==> config.mk <==
export PLATFORM = sky130hd
export DESIGN_NAME = cpu_ctrl_fsm
export DESIGN_NICKNAME = d
export VERILOG_FILES = /design/src/rtl/ctrl_pkg.sv /design/src/rtl/instr_dec.sv /design/src/rtl/cpu_ctrl_fsm.sv
export SDC_FILE = /design/constraint.sdc
export NUM_CORES = 1
export LEC_CHECK = 0
export ABC_AREA = 1
export ABC_CLOCK_PERIOD_IN_PS = 4200
export CAP_MARGIN = 20
export CORE_MARGIN = 2
export CORE_UTILIZATION = 42
export CTS_BUF_LIST = sky130_fd_sc_hd__clkbuf_16
export DETAILED_ROUTE_END_ITERATION = 10
export PLACE_DENSITY = 0.95
export SKIP_CTS_REPAIR_TIMING = 1
export SYNTH_ARGS = -nofsm -noshare
export SYNTH_HDL_FRONTEND = slang
export SYNTH_HIERARCHICAL = 1
export SYNTH_SLANG_ARGS = --single-unit
==> constraint.sdc <==
create_clock -name clk -period 4.2 [get_ports clk]
set_clock_uncertainty 0.2 [all_clocks]
set_input_delay 0.84 -clock clk [delete_from_list [all_inputs] [get_ports clk]]
set_output_delay 0.84 -clock clk [all_outputs]
set_load 0.02 [all_outputs]
==> src/rtl/ctrl_pkg.sv <==
// Shared definitions for the instruction-sequencing controller: FSM states,
// opcode/op encodings, one-hot write-back selects and IR field positions.
package ctrl_pkg;

  // StHalt is only reachable when CTRL_ILLEGAL_TRAP_EN is defined.
  typedef enum logic [2:0] {
    StWait,
    StDecode,
    StWriteImm,
    StGetA,
    StGetB,
    StAlu,
    StWriteReg,
    StHalt
  } state_e;

  localparam logic [2:0] OPC_MOV = 3'b110;
  localparam logic [2:0] OPC_ALU = 3'b101;

  localparam logic [1:0] OP_MOV_IMM = 2'b10;
  localparam logic [1:0] OP_MOV_REG = 2'b00;
  localparam logic [1:0] OP_ADD     = 2'b00;
  localparam logic [1:0] OP_CMP     = 2'b01;
  localparam logic [1:0] OP_AND     = 2'b10;
  localparam logic [1:0] OP_MVN     = 2'b11;

  localparam logic [3:0] VSEL_MDATA = 4'b1000;
  localparam logic [3:0] VSEL_IMM   = 4'b0100;
  localparam logic [3:0] VSEL_PC    = 4'b0010;
  localparam logic [3:0] VSEL_C     = 4'b0001;

  localparam int unsigned OPC_MSB  = 15;
  localparam int unsigned OPC_LSB  = 13;
  localparam int unsigned OP_MSB   = 12;
  localparam int unsigned OP_LSB   = 11;
  localparam int unsigned RN_MSB   = 10;
  localparam int unsigned RN_LSB   = 8;
  localparam int unsigned RD_MSB   = 7;
  localparam int unsigned RD_LSB   = 5;
  localparam int unsigned SH_MSB   = 4;
  localparam int unsigned SH_LSB   = 3;
  localparam int unsigned RM_MSB   = 2;
  localparam int unsigned RM_LSB   = 0;
  localparam int unsigned IMM8_MSB = 7;
  localparam int unsigned IMM5_MSB = 4;

endpackage

==> src/rtl/instr_dec.sv <==
// Combinational IR field extraction and immediate sign extension.
module instr_dec
  import ctrl_pkg::*;
(
  input  logic [15:0] ir_i,
  output logic [2:0]  opcode_o,
  output logic [1:0]  op_o,
  output logic [2:0]  rn_o,
  output logic [2:0]  rd_o,
  output logic [1:0]  sh_o,
  output logic [2:0]  rm_o,
  output logic [15:0] sximm5_o,
  output logic [15:0] sximm8_o
);

  assign opcode_o = ir_i[OPC_MSB:OPC_LSB];
  assign op_o     = ir_i[OP_MSB:OP_LSB];
  assign rn_o     = ir_i[RN_MSB:RN_LSB];
  assign rd_o     = ir_i[RD_MSB:RD_LSB];
  assign sh_o     = ir_i[SH_MSB:SH_LSB];
  assign rm_o     = ir_i[RM_MSB:RM_LSB];

  assign sximm8_o = {{8{ir_i[IMM8_MSB]}}, ir_i[IMM8_MSB:0]};
  assign sximm5_o = {{11{ir_i[IMM5_MSB]}}, ir_i[IMM5_MSB:0]};

endmodule

==> src/rtl/cpu_ctrl_fsm.sv <==
// Instruction-sequencing controller driving the datapath control inputs.
// Optional feature: define CTRL_ILLEGAL_TRAP_EN to trap illegal encodings in
// a HALT state (exposes the `illegal` port); otherwise they fall back to WAIT.
module cpu_ctrl_fsm
  import ctrl_pkg::*;
(
  input  logic        clk,
  input  logic        reset,
  input  logic        s,
  input  logic [15:0] in,
  output logic        w,
  output logic [2:0]  readnum,
  output logic [2:0]  writenum,
  output logic [3:0]  vsel,
  output logic        write,
  output logic        loada,
  output logic        loadb,
  output logic        loadc,
  output logic        loads,
  output logic        asel,
  output logic        bsel,
  output logic [1:0]  shift,
  output logic [1:0]  ALUop,
  output logic [15:0] sximm8,
`ifdef CTRL_ILLEGAL_TRAP_EN
  output logic        illegal,
`endif
  output logic [15:0] sximm5
);

  state_e      state_q, state_d;
  logic [15:0] ir_q, ir_d;
  logic        write_raw;

  logic [2:0] opcode, rn, rd, rm;
  logic [1:0] op;

  instr_dec u_instr_dec (
    .ir_i     (ir_q),
    .opcode_o (opcode),
    .op_o     (op),
    .rn_o     (rn),
    .rd_o     (rd),
    .sh_o     (shift),
    .rm_o     (rm),
    .sximm5_o (sximm5),
    .sximm8_o (sximm8)
  );

  logic is_mov, is_alu, is_mov_imm, is_mov_reg, is_mvn, is_cmp;
  assign is_mov     = (opcode == OPC_MOV);
  assign is_alu     = (opcode == OPC_ALU);
  assign is_mov_imm = is_mov && (op == OP_MOV_IMM);
  assign is_mov_reg = is_mov && (op == OP_MOV_REG);
  assign is_mvn     = is_alu && (op == OP_MVN);
  assign is_cmp     = is_alu && (op == OP_CMP);

  // State and instruction register, synchronous reset.
  always_ff @(posedge clk) begin
    if (reset) begin
      state_q <= StWait;
      ir_q    <= '0;
    end else begin
      state_q <= state_d;
      ir_q    <= ir_d;
    end
  end

  // Next-state logic; IR only loads on an accepted start in WAIT.
  always_comb begin
    state_d = state_q;
    ir_d    = ir_q;
    unique case (state_q)
      StWait: begin
        if (s) begin
          ir_d    = in;
          state_d = StDecode;
        end
      end
      StDecode: begin
        if (is_mov_imm) begin
          state_d = StWriteImm;
        end else if (is_mov_reg || is_mvn) begin
          state_d = StGetB;
        end else if (is_alu) begin
          state_d = StGetA;
        end else begin
`ifdef CTRL_ILLEGAL_TRAP_EN
          state_d = StHalt;
`else
          state_d = StWait;
`endif
        end
      end
      StWriteImm: state_d = StWait;
      StGetA:     state_d = StGetB;
      StGetB:     state_d = StAlu;
      StAlu:      state_d = is_cmp ? StWait : StWriteReg;
      StWriteReg: state_d = StWait;
`ifdef CTRL_ILLEGAL_TRAP_EN
      StHalt:     state_d = StHalt;
`endif
      default:    state_d = StWait;
    endcase
  end

  // Moore outputs decoded from state and IR fields.
  always_comb begin
    w         = 1'b0;
    readnum   = 3'd0;
    writenum  = 3'd0;
    vsel      = 4'b0000;
    write_raw = 1'b0;
    loada     = 1'b0;
    loadb     = 1'b0;
    loadc     = 1'b0;
    loads     = 1'b0;
    asel      = 1'b0;
    bsel      = 1'b0;
    ALUop     = 2'b00;
`ifdef CTRL_ILLEGAL_TRAP_EN
    illegal   = 1'b0;
`endif
    unique case (state_q)
      StWait: w = 1'b1;
      StWriteImm: begin
        writenum  = rn;
        vsel      = VSEL_IMM;
        write_raw = 1'b1;
      end
      StGetA: begin
        readnum = rn;
        loada   = 1'b1;
      end
      StGetB: begin
        readnum = rm;
        loadb   = 1'b1;
      end
      StAlu: begin
        // MOV reg and MVN pass B through the ALU with A zeroed.
        asel  = is_mov_reg || is_mvn;
        ALUop = is_mov_reg ? 2'b00 : op;
        if (is_cmp) loads = 1'b1;
        else        loadc = 1'b1;
      end
      StWriteReg: begin
        writenum  = rd;
        vsel      = VSEL_C;
        write_raw = 1'b1;
      end
`ifdef CTRL_ILLEGAL_TRAP_EN
      StHalt: illegal = 1'b1;
`endif
      default: ;
    endcase
  end

  // Reset must suppress a register-file write even if it lands in a write state.
  assign write = write_raw & ~reset;

endmodule

==> images/closeup.png <==
Region (3, 33) to (28, 58) µm. Cells in gray, sequential cells in the stronger gray; small squares are vias.
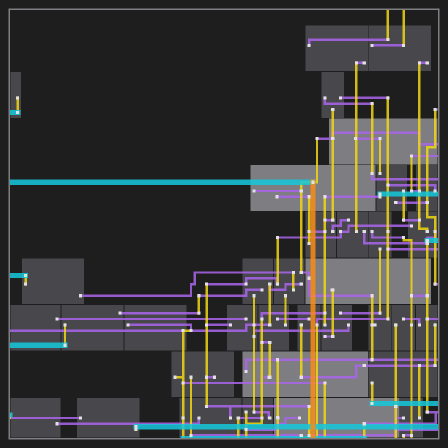
[cyan] M3
[purple] M1
[yellow] M2
[orange] M4
cells with their middle in the window: 33
sequential cells in the window: 5
netlist names of flops here include: `ir_q` (5)
most frequent: clkdlybuf4s50_1 (8), nand2_1 (6)

==> deck_impl_summary.md <==
Synthesis and Place & Route Summary

Run status
  • Status: finished, final reports clean

Final layout
  • Register area: between 300 and 400 µm²
  • Logic area: roughly 490 µm²

Synthesis
  • YS warnings: 6
  • Post-synth top area cell: buf_4
  • EDFF count, synth: 0
  • Mapped Avg Cell Area: ~6.9 µm²
  • Main area contributors: buf_4, dfxtp_1, nand2_1, a21oi_1, nand3_1
  • Dominant flop cell: dfxtp_1
  • Yosys Chip Area: 0.00136 mm²
  • Top cells by count: buf_4, nand2_1, a21oi_1, dfxtp_1, nand3_1

Drt
  • Avg WL per Cell: about 11 µm
  • Avg Vias per Cell: around 4.6
  • Total wire length: around 3.0 mm

Floorplanning
  • Placeable Area: a little over 0.003 mm²
  • Die Width: just over 60 µm
  • Die Y: 61.0 µm
  • Row count: 20
  • FP Core Util: 0.443

Pwr
  • Maximum vdd ir drop: about 0.14 mV
  • Clock power frac: 0.362
  • Psw: 0.000147 W

Setup path
  • Crit-path cells: clkdlybuf4s50_1 -> buf_4 -> nor2_1 -> clkdlybuf4s50_1
  • Highest-delay cell along the critical path: clkdlybuf4s50_1
  • Startpoint types: input port

CTS
  • Clk sinks: 19
  • CTS tree: built
  • Reg clk slew, reported paths: 0.05 ns

Placed design
  • GPL Wtd Cong: ~0.8

Timing
  • TNS Setup: 0 ns
  • Final hold viol count: 0
  • Min Clock Period, post-route: 3.19 ns
  • # setup viols final: 0
  • Worst Tran Pin Value: between 0.7 and 0.8 ns

GRT
  • Number of global-route vias before repair: 1057
==> images/sizing.png <==
(6 px per µm)
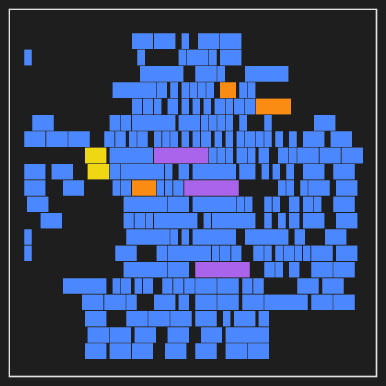
[orange] x3 and x4 | cells: 3
[yellow] x2 | cells: 2
[blue] x1 and smaller | cells: 207
[purple] x6 and larger | cells: 3

power by group through the flow:
stage	logic [W]	registers [W]	clock network, W
finish	0.000133	0.000205	0.000192
global placement	0.000130	0.000208	0
detailed placement	0.000132	0.000209	0
CTS	0.000133	0.000205	0.000193
floorplan	0.000114	0.000205	0
global route	0.000142	0.000207	0.000201
worst max-delay path, delay by kind of cell:
kind	cells	cell delay [ns]
buffers and inverters	3	1.21
and+or+nand+nor	1	0.11
per-layer routing:
| metal | track usage | part of all wire | up-vias |
|---|---|---|---|
| li1 | - | - | 601 |
| met1 | 0.203 | 0.40 | 529 |
| met2 | 0.304 | 0.49 | 58 |
| met3 | 0.0426 | 0.091 | 4 |
| met4 | 0.0497 | 0.011 | 0 |
| met5 | 0 | 0 | - |
final cells by class:
| class | count | share of cell area |
|---|---|---|
| Clock inverter | 1 | 0.00213 |
| Clock buffer | 3 | 0.0426 |
| Multi-Input combinational cell | 106 | 0.278 |
| Inverter | 16 | 0.0341 |
| Tap cell | 44 | 0.0312 |
| Sequential cell | 19 | 0.216 |
| Timing Repair Buffer | 70 | 0.396 |
state kept, by name, summed over array words and instances (netlist names):
name	flops
state_q	3
ir_q	16
metrics by stage:
stage                     instance area (µm²)  worst slack, ns   util  power, W  std cells
after floorplan                          1370             1.71      -  0.000318        200
after global placement                   1680            0.996  0.547  0.000338        255
after detailed placement                 1680            0.999  0.547  0.000341        255
after CTS                                1760            0.998  0.572  0.000531        259
after global routing                     1760            0.902  0.572  0.000551        259
final                                    1760             1.01  0.572  0.000530        259
final timing paths:
kind	startpoint	endpoint	slack, ns	cells past startpoint
worst min register to register	ir_q[9]	ir_q[9]	0.26	2
worst max register to register	state_q[2]	ir_q[7]	2.29	4
worst min-delay path	ir_q[9]	ir_q[9]	0.26	2
worst max-delay path	reset	write	1.01	4
placed cells by master (no fill, tap or decap):
| cell | n |
|---|---|
| dfxtp_1 | 19 |
| nand2_1 | 37 |
| a21o_1 | 1 |
| nand3_2 | 2 |
| buf_4 | 1 |
| nand3_1 | 18 |
| conb_1 | 3 |
| nor2_1 | 17 |
| nor3_4 | 1 |
| inv_1 | 17 |
| clkdlybuf4s50_1 | 69 |
| o21ai_0 | 7 |
| a21oi_1 | 19 |
| nand2_4 | 1 |
| clkbuf_16 | 3 |
kinds of logic after synthesis:
logic type             Yosys count  share of synthesized area
AOI/OAI and AO/OA               27                      0.101
buffers and inverters           75                      0.367
DFF                             19                      0.279
other                            1                    0.00275
and+or+nand+nor                 76                      0.250
No activity file was given, so power comes from the tool's default toggle rates.
